**config.mk**
```make
export PLATFORM = sky130hd
export DESIGN_NAME = fpu_itof_pipe
export DESIGN_NICKNAME = d
export VERILOG_FILES = /design/src/rtl/fpu_defs_pkg.sv /design/src/rtl/fpu_lzc_n.sv /design/src/rtl/fpu_itof_pipe.sv
export SDC_FILE = /design/constraint.sdc
export NUM_CORES = 1
export LEC_CHECK = 0
export ABC_AREA = 1
export CORE_MARGIN = 5
export CORE_UTILIZATION = 40
export CTS_BUF_LIST = sky130_fd_sc_hd__clkbuf_4 sky130_fd_sc_hd__clkbuf_8
export CTS_CLUSTER_DIAMETER = 100
export DETAILED_ROUTE_END_ITERATION = 8
export PLACE_DENSITY_LB_ADDON = 0.25
export SLEW_MARGIN = 20
export SYNTH_ARGS = -nofsm -noshare
export SYNTH_HDL_FRONTEND = slang
export SYNTH_SLANG_ARGS = --single-unit
```
**constraint.sdc**
```tcl
create_clock -name Clk_CI -period 3.7 [get_ports Clk_CI]
set_input_delay 1.11 -clock Clk_CI [delete_from_list [all_inputs] [get_ports Clk_CI]]
set_output_delay 1.11 -clock Clk_CI [all_outputs]
set_load 0.02 [all_outputs]
```
**src/rtl/fpu_defs_pkg.sv**
```systemverilog
// fpu_defs_pkg: shared FPU rounding-mode encodings, float format defaults and width helpers.
package fpu_defs_pkg;
    localparam logic [1:0] C_RM_NEAREST  = 2'd0;
    localparam logic [1:0] C_RM_TRUNC    = 2'd1;
    localparam logic [1:0] C_RM_PLUSINF  = 2'd2;
    localparam logic [1:0] C_RM_MINUSINF = 2'd3;
    localparam int C_INT_DEFAULT  = 32;
    localparam int C_EXP_DEFAULT  = 8;
    localparam int C_MANT_DEFAULT = 23;
    localparam int C_BIAS_DEFAULT = 127;
    localparam int C_RM_DEFAULT   = 2;
    function automatic int lzc_width(input int n);
        return (n > 1) ? $clog2(n) : 1;
    endfunction
    function automatic int res_width(input int e, input int m);
        return 1 + e + m;
    endfunction
    localparam int C_LZC_W_DEFAULT = lzc_width(C_INT_DEFAULT);
    localparam int C_RES_W_DEFAULT = res_width(C_EXP_DEFAULT, C_MANT_DEFAULT);
endpackage

```
**src/rtl/fpu_lzc_n.sv**
```systemverilog
// fpu_lzc_n: combinational leading-zero counter of parametrised width.
module fpu_lzc_n import fpu_defs_pkg::*; #(
    parameter int WIDTH = 32,
    parameter int CNT_W = lzc_width(WIDTH)
) (
    input  logic [WIDTH-1:0] data_i,
    output logic [CNT_W-1:0] cnt_o,
    output logic             zero_o
);
    // the highest set bit is visited last and therefore wins
    always_comb begin
        cnt_o = '0;
        for (int i = 0; i < WIDTH; i++)
            if (data_i[i]) cnt_o = CNT_W'(WIDTH - 1 - i);
    end
    assign zero_o = ~|data_i;
endmodule

```
**src/rtl/fpu_itof_pipe.sv**
```systemverilog
// fpu_itof_pipe: three-stage integer-to-float converter (capture, normalise, round/pack)
// with valid/ready handshakes on both sides.
module fpu_itof_pipe import fpu_defs_pkg::*; #(
    parameter int C_INT  = C_INT_DEFAULT,
    parameter int C_EXP  = C_EXP_DEFAULT,
    parameter int C_MANT = C_MANT_DEFAULT,
    parameter int C_BIAS = C_BIAS_DEFAULT,
    parameter int C_RM   = C_RM_DEFAULT
) (
    input  logic                                  Clk_CI,
    input  logic                                  Rst_RBI,
    input  logic [C_INT-1:0]                      Operand_a_DI,
    input  logic                                  Signed_SI,
    input  logic [C_RM-1:0]                       RM_SI,
    input  logic                                  Valid_SI,
    output logic                                  Ready_SO,
    output logic [res_width(C_EXP, C_MANT)-1:0]   Result_DO,
    output logic                                  Inexact_SO,
    output logic                                  Valid_SO,
    input  logic                                  Ready_SI
);
    localparam int LZC_W = lzc_width(C_INT);
    localparam int EXT_W = C_INT + C_MANT + 2;

    logic                    v1_q, v1_d, sign1_q, sign1_d;
    logic [C_INT-1:0]        mag1_q, mag1_d;
    logic [C_RM-1:0]         rm1_q, rm1_d, rm2_q, rm2_d;
    logic                    v2_q, v2_d, sign2_q, sign2_d, zero2_q, zero2_d;
    logic [C_INT-1:0]        norm2_q, norm2_d;
    logic [C_EXP-1:0]        exp2_q, exp2_d;
    logic                    v3_q, v3_d, inx3_q, inx3_d;
    logic [C_EXP+C_MANT:0]   res3_q, res3_d;
    logic                    en1, en2, en3, ld1, ld2, ld3, neg;
    logic [LZC_W-1:0]        lzc_cnt;
    logic                    lzc_zero;
    logic [EXT_W-1:0]        ext;
    logic [C_MANT-1:0]       field;
    logic                    guard, sticky, up, carry;

    fpu_lzc_n #(.WIDTH(C_INT), .CNT_W(LZC_W)) u_lzc (
        .data_i (mag1_q),
        .cnt_o  (lzc_cnt),
        .zero_o (lzc_zero)
    );

    always_comb begin
        en3 = ~v3_q | Ready_SI;
        en2 = ~v2_q | en3;
        en1 = ~v1_q | en2;
        ld1 = en1 & Valid_SI;
        ld2 = en2 & v1_q;
        ld3 = en3 & v2_q;
        neg = Signed_SI & Operand_a_DI[C_INT-1];
        v1_d    = en1 ? Valid_SI : v1_q;
        sign1_d = ld1 ? neg : sign1_q;
        mag1_d  = ld1 ? (neg ? -Operand_a_DI : Operand_a_DI) : mag1_q;
        rm1_d   = ld1 ? RM_SI : rm1_q;
        v2_d    = en2 ? v1_q : v2_q;
        sign2_d = ld2 ? sign1_q : sign2_q;
        norm2_d = ld2 ? mag1_q << lzc_cnt : norm2_q;
        exp2_d  = ld2 ? C_EXP'(C_BIAS + C_INT - 1) - C_EXP'(lzc_cnt) : exp2_q;
        zero2_d = ld2 ? lzc_zero : zero2_q;
        rm2_d   = ld2 ? rm1_q : rm2_q;
        // pad below the normalised value so guard/sticky exist even for narrow integers
        ext    = {norm2_q, {(C_MANT + 2){1'b0}}};
        field  = ext[EXT_W-2 -: C_MANT];
        guard  = ext[EXT_W-C_MANT-2];
        sticky = |ext[EXT_W-C_MANT-3:0];
        up = (rm2_q == C_RM'(C_RM_NEAREST))  ? guard & (sticky | field[0]) :
             (rm2_q == C_RM'(C_RM_PLUSINF))  ? ~sign2_q & (guard | sticky) :
             (rm2_q == C_RM'(C_RM_MINUSINF)) ? sign2_q & (guard | sticky) : 1'b0;
        carry  = ext[EXT_W-1] & (&field) & up;
        v3_d   = en3 ? v2_q : v3_q;
        res3_d = ~ld3 ? res3_q : zero2_q ? '0 :
                 {sign2_q, exp2_q + C_EXP'(carry), field + C_MANT'(up)};
        inx3_d = ld3 ? ~zero2_q & (guard | sticky) : inx3_q;
    end

    always_ff @(posedge Clk_CI) begin
        if (!Rst_RBI) begin
            v1_q    <= 1'b0;
            sign1_q <= 1'b0;
            mag1_q  <= '0;
            rm1_q   <= '0;
            v2_q    <= 1'b0;
            sign2_q <= 1'b0;
            norm2_q <= '0;
            exp2_q  <= '0;
            zero2_q <= 1'b0;
            rm2_q   <= '0;
            v3_q    <= 1'b0;
            res3_q  <= '0;
            inx3_q  <= 1'b0;
        end else begin
            v1_q    <= v1_d;
            sign1_q <= sign1_d;
            mag1_q  <= mag1_d;
            rm1_q   <= rm1_d;
            v2_q    <= v2_d;
            sign2_q <= sign2_d;
            norm2_q <= norm2_d;
            exp2_q  <= exp2_d;
            zero2_q <= zero2_d;
            rm2_q   <= rm2_d;
            v3_q    <= v3_d;
            res3_q  <= res3_d;
            inx3_q  <= inx3_d;
        end
    end

    assign Ready_SO   = en1;
    assign Valid_SO   = v3_q;
    assign Result_DO  = res3_q;
    assign Inexact_SO = inx3_q;
endmodule

```
Run 1, cell classes on the final placement:
Bar = 50 um. Fill, decap, tap and diode cells in gray.
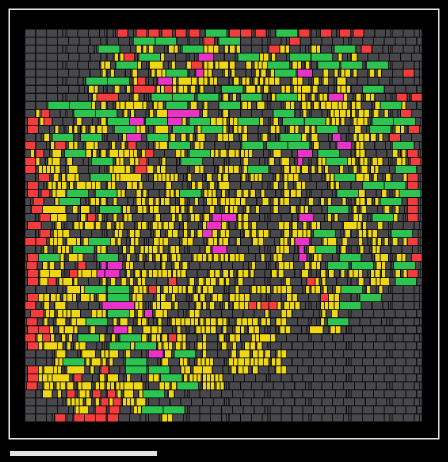
- magenta: clock drivers and dummy loads (cells 30)
- green: flip-flops (cells 115)
- red: other buffers and delay cells (cells 105)
- yellow: all other logic (cells 1015)

Run 1, met4 routing:
Bar = 50 um.
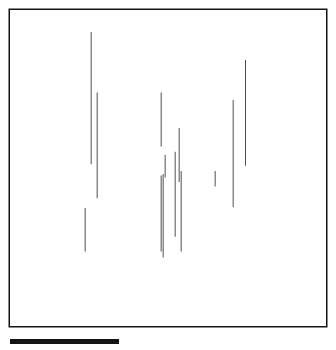
- nets with wire on the layer: 11
- main direction: vertical
total wire length: 21.5 mm
Via Count: 7930

==> run summary, run 1 <==
run results: total gr overflow 0, post-synthesis area per instance 6.14 um^2, Adder Area Share 1.03%, Commonest flop dfxtp_1, H-tree depth 4, clk ins delay skew pair 440 ps, leakage power 3.79 nW, xor/xnor share 2.87%, number of logic gates 881, fraction of layout instances using a drive strength above 1 6.64%, fraction of area in clock buffers and inverters 4.30%, cell chain of the critical path clkdlybuf4s50_1, inv_1, nand2_1, nor2_1, nand2_1, clkdlybuf4s50_1, clk sink count 115, status finished, final reports clean, Slew HR 34.4%, syn_nets 1235, area leader, netlist dfxtp_1, vias per cell 5.31, Critical Path Fanout Max 3, floorplan utilization 40.7%, Detail Placement HPWL 16.0 mm, Final #Nets 1299, Arrival @ worst endpoint 2480 ps, number of buffers created by CTS 17, ANT cells 0
Run 1, cell placement:
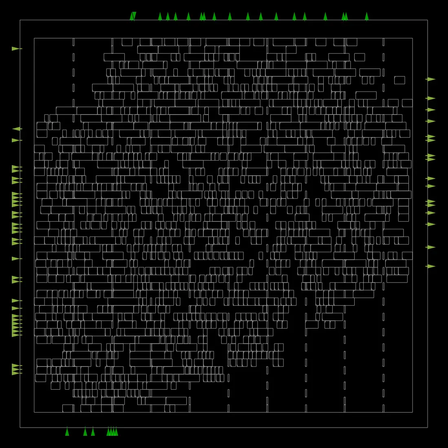
Final Non-Filler Cells: 1494
Row Count: 49
Flop Count: 115
flop share of the area: 26.2%

==> run 1: cell usage in the layout, fill, tap and decap left out, drive strengths merged, types with 7 or more instances in the layout <==
master and n:
nand2 307, nand3 212, inv 133, dfxtp 115, a21oi 106, nor2 82, clkdlybuf4s50 71, o21ai 61
buf 32, nor3 24, clkbuf 21, xor2 17, o221ai 10, nor4 10, nand4 9, xnor2 7
==> run 1: repair_timing <==
item | in CTS | in global routing
pin swaps | 0 | 4
resized | 1 | 16
setup endpoints to repair | 2 | 13
==> run 1: worst paths after layout <==
check / start / to / slack, ps / cells after the start
hold / removal: Result_DO[20]$_SDFFE_PN0P_ / Result_DO[20]$_SDFFE_PN0P_ / 460 / 2
setup reg to reg: mag1_q[3]$_SDFFE_PN0P_ / norm2_q[27]$_SDFFE_PN0P_ / 480 / 37
hold reg to reg: Result_DO[20]$_SDFFE_PN0P_ / Result_DO[20]$_SDFFE_PN0P_ / 460 / 2
setup / recovery: Ready_SI / Ready_SO / 110 / 6
==> run 1: worst reg2reg max path, delay by kind of cell, from the launching register on <==
kind	cells	cell delay, ps
compound gates	1	160
buf+inv	2	330
flops	1	450
simple gates	34	2250
==> run 1: routing by layer <==
metal	vias to the layer above	part of all wire (%)	global-route usage, %
met5	-	0	0
met4	0	2.0	6.48
met3	30	5.0	2.93
met2	219	46	32.7
met1	3594	47	27.8
li1	4087	-	-
==> run 1: where the power goes <==
part / leakage [nW] / total, mW / switching [mW] / internal [mW]
combinational: 2.66 / 1.13 / 0.750 / 0.383
clock: 0.192 / 1.15 / 0.521 / 0.630
sequential: 0.941 / 1.40 / 0.0820 / 1.32
total: 3.79 / 3.68 / 1.35 / 2.33
Run 1, selected gate families:
Bar = 50 um.
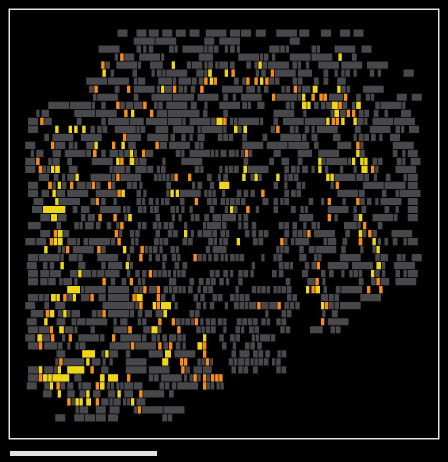

==> inputs of run 2 (changes only) <==
CORE_MARGIN = 2   (was 5)
SKIP_CTS_REPAIR_TIMING = 1   (was default)
Run 2, selected gate families:
Bar = 50 um.
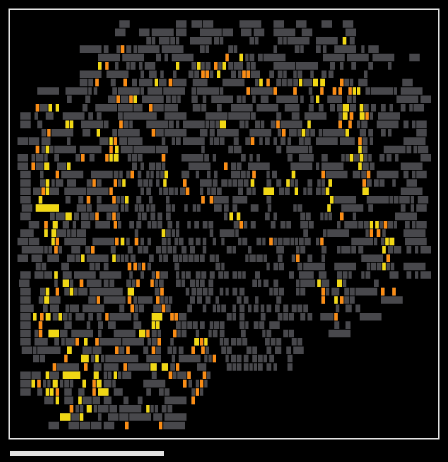
- orange: inverters (cells 134; most used inv_1; where widely spread)
- yellow: NOR gates (cells 117; most used nor2_1; where widely spread)
Final Non-Filler Cells: 1493
dominant logic cell type in the layout: nand2_1
Comb/total area: 49.0%

==> run 2 against run 1 <==
Net effect: critical endpoint unchanged; combinational power about the same; clock-buffer cell count down 2; via count up 0.57%; non-clock buffer count unchanged; clock skew down 1.5 ps; final cell count about the same; critical path type unchanged; sequential power about the same; fmax down 0.16%; worst hold slack worse by 1.1 ps; register-to-register slack about the same; highest routed layer unchanged; setup slack worse by 5.7 ps; sequential share of layout area up 0.085 points.
==> run summary, run 2 <==
run results: Hold EP Result_DO[19]$_SDFFE_PN0P_, CTS root buf clkbuf_8, Slew HR 28.1%, R2R Path End norm2_q[8]$_SDFFE_PN0P_, total gr overflow 0, Final #Nets 1299, Worst R2R Path Depth 35, Hold Path Origin Result_DO[19]$_SDFFE_PN0P_, Worst setup startpoint Ready_SI, Critical Path Fanout Max 3, clk ins delay skew pair 440 ps, number of buffers created by CTS 17, Detail Placement HPWL 15.8 mm, Final min period 3600 ps, Via Count 7975, vias per cell 5.34, CP Capture Point Ready_SO, most frequent cells in the layout 303 x nand2_1, 209 x nand3_1, 129 x inv_1, Arrival @ worst endpoint 2490 ps, Reg2Reg Launch Point mag1_q[3]$_SDFFE_PN0P_, CTS tree built, sequential share of power 37.7%, ANT cells 0, worst hold stages 2, syn_nets 1235, leakage power 3.78 nW, post-synthesis area per instance 6.14 um^2, P_int 2.37 mW, total wire length 21.2 mm, clk sink count 115, status finished, final reports clean, Commonest flop dfxtp_1, power share of the combinational group 30.3%, H-tree depth 4, floorplan utilization 40.7%, Clk pwr share 32.0%, PwrDens 424 nW/um^2, Row Count 49, area leader, netlist dfxtp_1, switching fraction of total power 36.2%, EDFF count, synth 0, tool warnings 26, r2r setup slk 490 ps
Run 2, cell classes on the final placement:
Bar = 50 um. Fill, decap, tap and diode cells in gray.
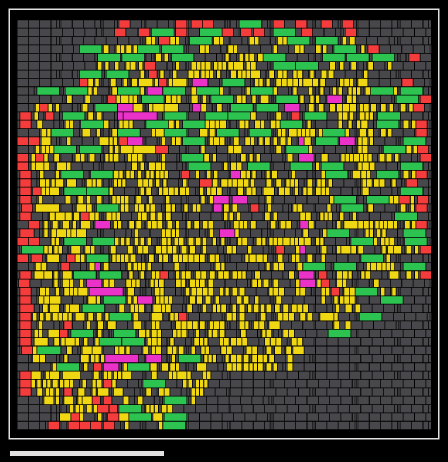
- green: flip-flops (cells 115)
- red: other buffers and delay cells (cells 105)
- magenta: clock drivers and dummy loads (cells 29)
- yellow: all other logic (cells 1015)

## run 2: cell counts after synthesis
Identical to the previous run, type by type.
## run 2: layout make-up
| type | count | area [um^2] | share of cell area (%) |
|---|---|---|---|
| timing repair buffer | 105 | 983 | 11.2 |
| clock inverter | 10 | 134 | 1.53 |
| sequential | 115 | 2300 | 26.3 |
| multi-input combinational | 881 | 4290 | 49.0 |
| inverter | 134 | 503 | 5.74 |
| tap | 229 | 287 | 3.27 |
| clock buffer | 19 | 255 | 2.91 |
## run 2: metrics by stage
step | cells | utilization [%]
floorplan | 1190 | -
global placement | 1463 | 46.2
detailed placement | 1463 | 46.2
CTS | 1492 | 48.3
global route | 1493 | 48.7
finish | 1493 | 48.7
## run 2: kinds of logic (layout without fill, tap and decap cells)
| kind of cell | Yosys count | in the layout | synth area share [%] |
|---|---|---|---|
| flip-flops | 115 | 115 | 31.5 |
| buffers and inverters | 194 | 268 | 10.7 |
| XOR/XNOR | 24 | 24 | 2.87 |
| adder cells (fa/ha/maj) | 6 | 6 | 1.03 |
| AND-OR/OR-AND | 200 | 200 | 15.0 |
| AND/OR/NAND/NOR | 651 | 651 | 38.9 |
## run 2: routing by layer
layer	global-route usage (%)	vias up	share of wire, %
met5	0	-	0
met4	8.56	0	2.6
met3	3.21	35	6.0
met2	35.6	283	45
met1	30.5	3581	47
li1	-	4076	-
## run 2: critical path, stage by stage
cell             delay [ps]
clkdlybuf4s50_1         460
inv_1                    40
nand2_1                  90
nor2_1                   70
nand2_1                 110
clkdlybuf4s50_1         620
## run 2: power groups by stage
stage               Combinational [mW]  Sequential (mW)  Clock [mW]
floorplan                        0.809             1.40           0
global placement                  1.10             1.42           0
detailed placement                1.10             1.42           0
CTS                               1.11             1.40        1.22
global route                      1.27             1.41        1.27
finish                            1.13             1.40        1.19
Run 2, metal layers overlaid:
Bar = 50 um.
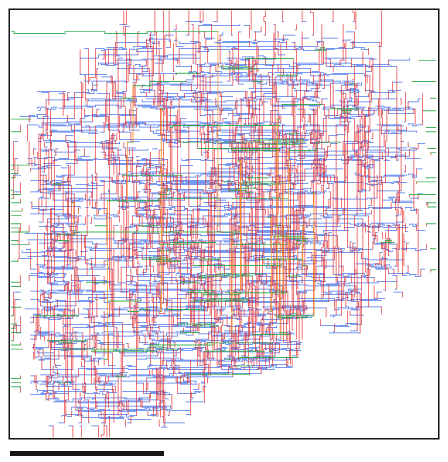

==> inputs of run 3 (changes only) <==
PLACE_DENSITY_LB_ADDON = 0.12   (was 0.25)
Run 3, metal layers overlaid:
Bar = 50 um.
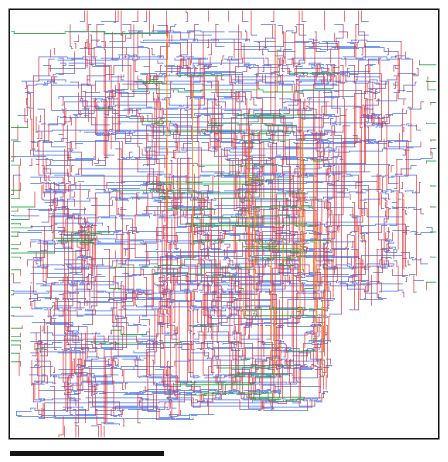
- green: met3 (wire length 1360 um)
- orange: met4 (wire length 508 um)
- blue: met1 (wire length 10700 um)
- red: met2 (wire length 9960 um)
Via Count: 7948
post-detailed-route wirelength per cell: 15.0 um
total wire length: 22.5 mm

==> run 3 against run 2 <==
Net effect: utilization increased by 0.15 points; cell area increased by 0.30%; die area unchanged; combinational power about the same; final cell count increased by 0.27%; sequential share of layout area decreased by 0.093 points; routed wire length increased by 6.0%; non-clock buffer count increased by 1; clock power about the same; via count decreased by 0.34%; synthesized cell count unchanged; critical path type unchanged; highest routed layer unchanged.
==> run summary, run 3 <==
run results: status finished, final reports clean, Clk pwr share 31.4%, # placed instances 1465, P_int 2.32 mW, Final min period 3570 ps, r2r setup slk 430 ps, PwrDens 424 nW/um^2, ANT cells 0, power share of the combinational group 31.1%, Detail Placement HPWL 16.5 mm, switching fraction of total power 37.8%, most frequent cells in the layout 304 x nand2_1, 209 x nand3_1, 129 x inv_1, clk ins delay skew pair 440 ps, sequential share of power 37.4%, Row Count 49, vias per cell 5.31, Worst R2R Path Depth 25, Final #Nets 1300, tool warnings 26, CTS tree built, number of buffers created by CTS 17, worst hold stages 2, net switching power 1.41 mW, Reg2Reg Launch Point mag1_q[1]$_SDFFE_PN0P_, H-tree depth 4, clk sink count 115, syn_nets 1235, EDFF count, synth 0, Arrival @ worst endpoint 2460 ps, CTS root buf clkbuf_8, Critical Path Fanout Max 3, total gr overflow 0, fraction of layout instances using a drive strength above 1 6.70%, Slew HR 29.1%, post-synthesis area per instance 6.14 um^2, area leader, netlist dfxtp_1
Run 3, selected gate families:
Bar = 50 um.
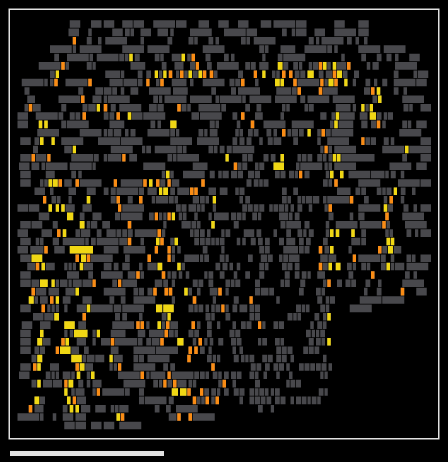
- yellow: NOR gates (cells 117; most used nor2_1; where widely spread)
- orange: inverters (cells 134; most used inv_1; where widely spread)

## run 3: cell counts after synthesis
No cell type changed its count.
## run 3: layer usage
layer  track usage [%]  vias up  wire (um)
li1                  -     4080          -
met1              32.6     3583      10700
met2              36.4      253       9960
met3              4.56       32       1360
met4              8.19        0        507
met5                 0        -          0
## run 3: per-stage QoR
step | power (mW) | area (um^2) | utilization, % | hold slack (ps) | setup TNS [ps]
3_5_place_dp | 2.56 | 8330 | 46.4 | 454 | -1780
6_report | 3.73 | 8780 | 48.9 | 464 | 0
4_1_cts | 3.74 | 8730 | 48.6 | 465 | 0
5_1_grt | 3.97 | 8780 | 48.9 | 480 | 0
2_1_floorplan | 2.21 | 7310 | - | 440 | 0
3_3_place_gp | 2.56 | 8330 | 46.4 | 450 | -1210
## run 3: power by group through the flow
stage	clock [mW]	sequential, mW	combinational [mW]
2_1_floorplan	0	1.40	0.809
3_3_place_gp	0	1.42	1.14
3_5_place_dp	0	1.42	1.14
4_1_cts	1.20	1.39	1.14
5_1_grt	1.27	1.41	1.30
6_report	1.17	1.39	1.16
## run 3: kinds of logic (layout without fill, tap and decap cells)
logic type,Yosys count,after routing,synth area share (%)
and+or+nand+nor,651,651,38.9
AOI/OAI and AO/OA,200,200,15.0
buffers and inverters,194,272,10.7
DFF,115,115,31.5
xor gates and xnor gates,24,24,2.87
adders and majority gates,6,6,1.03
## run 3: worst max-delay path, stage by stage
cell and delay, ps:
clkdlybuf4s50_1 450, inv_1 30, nand2_1 90, nor2_1 60, nand2_1 100, clkdlybuf4s50_1 610
## run 3: layout make-up
cell class	instances	area [um^2]
fillers	1926	9180
multi-input cells	881	4290
flip-flops and latches	115	2300
repair buffers	106	1010
inverters	134	503
clock buffers	22	297
well taps	229	287
clock inverters	10	98.8
Power figures rest on the tool's default switching activity, not on a simulated workload.
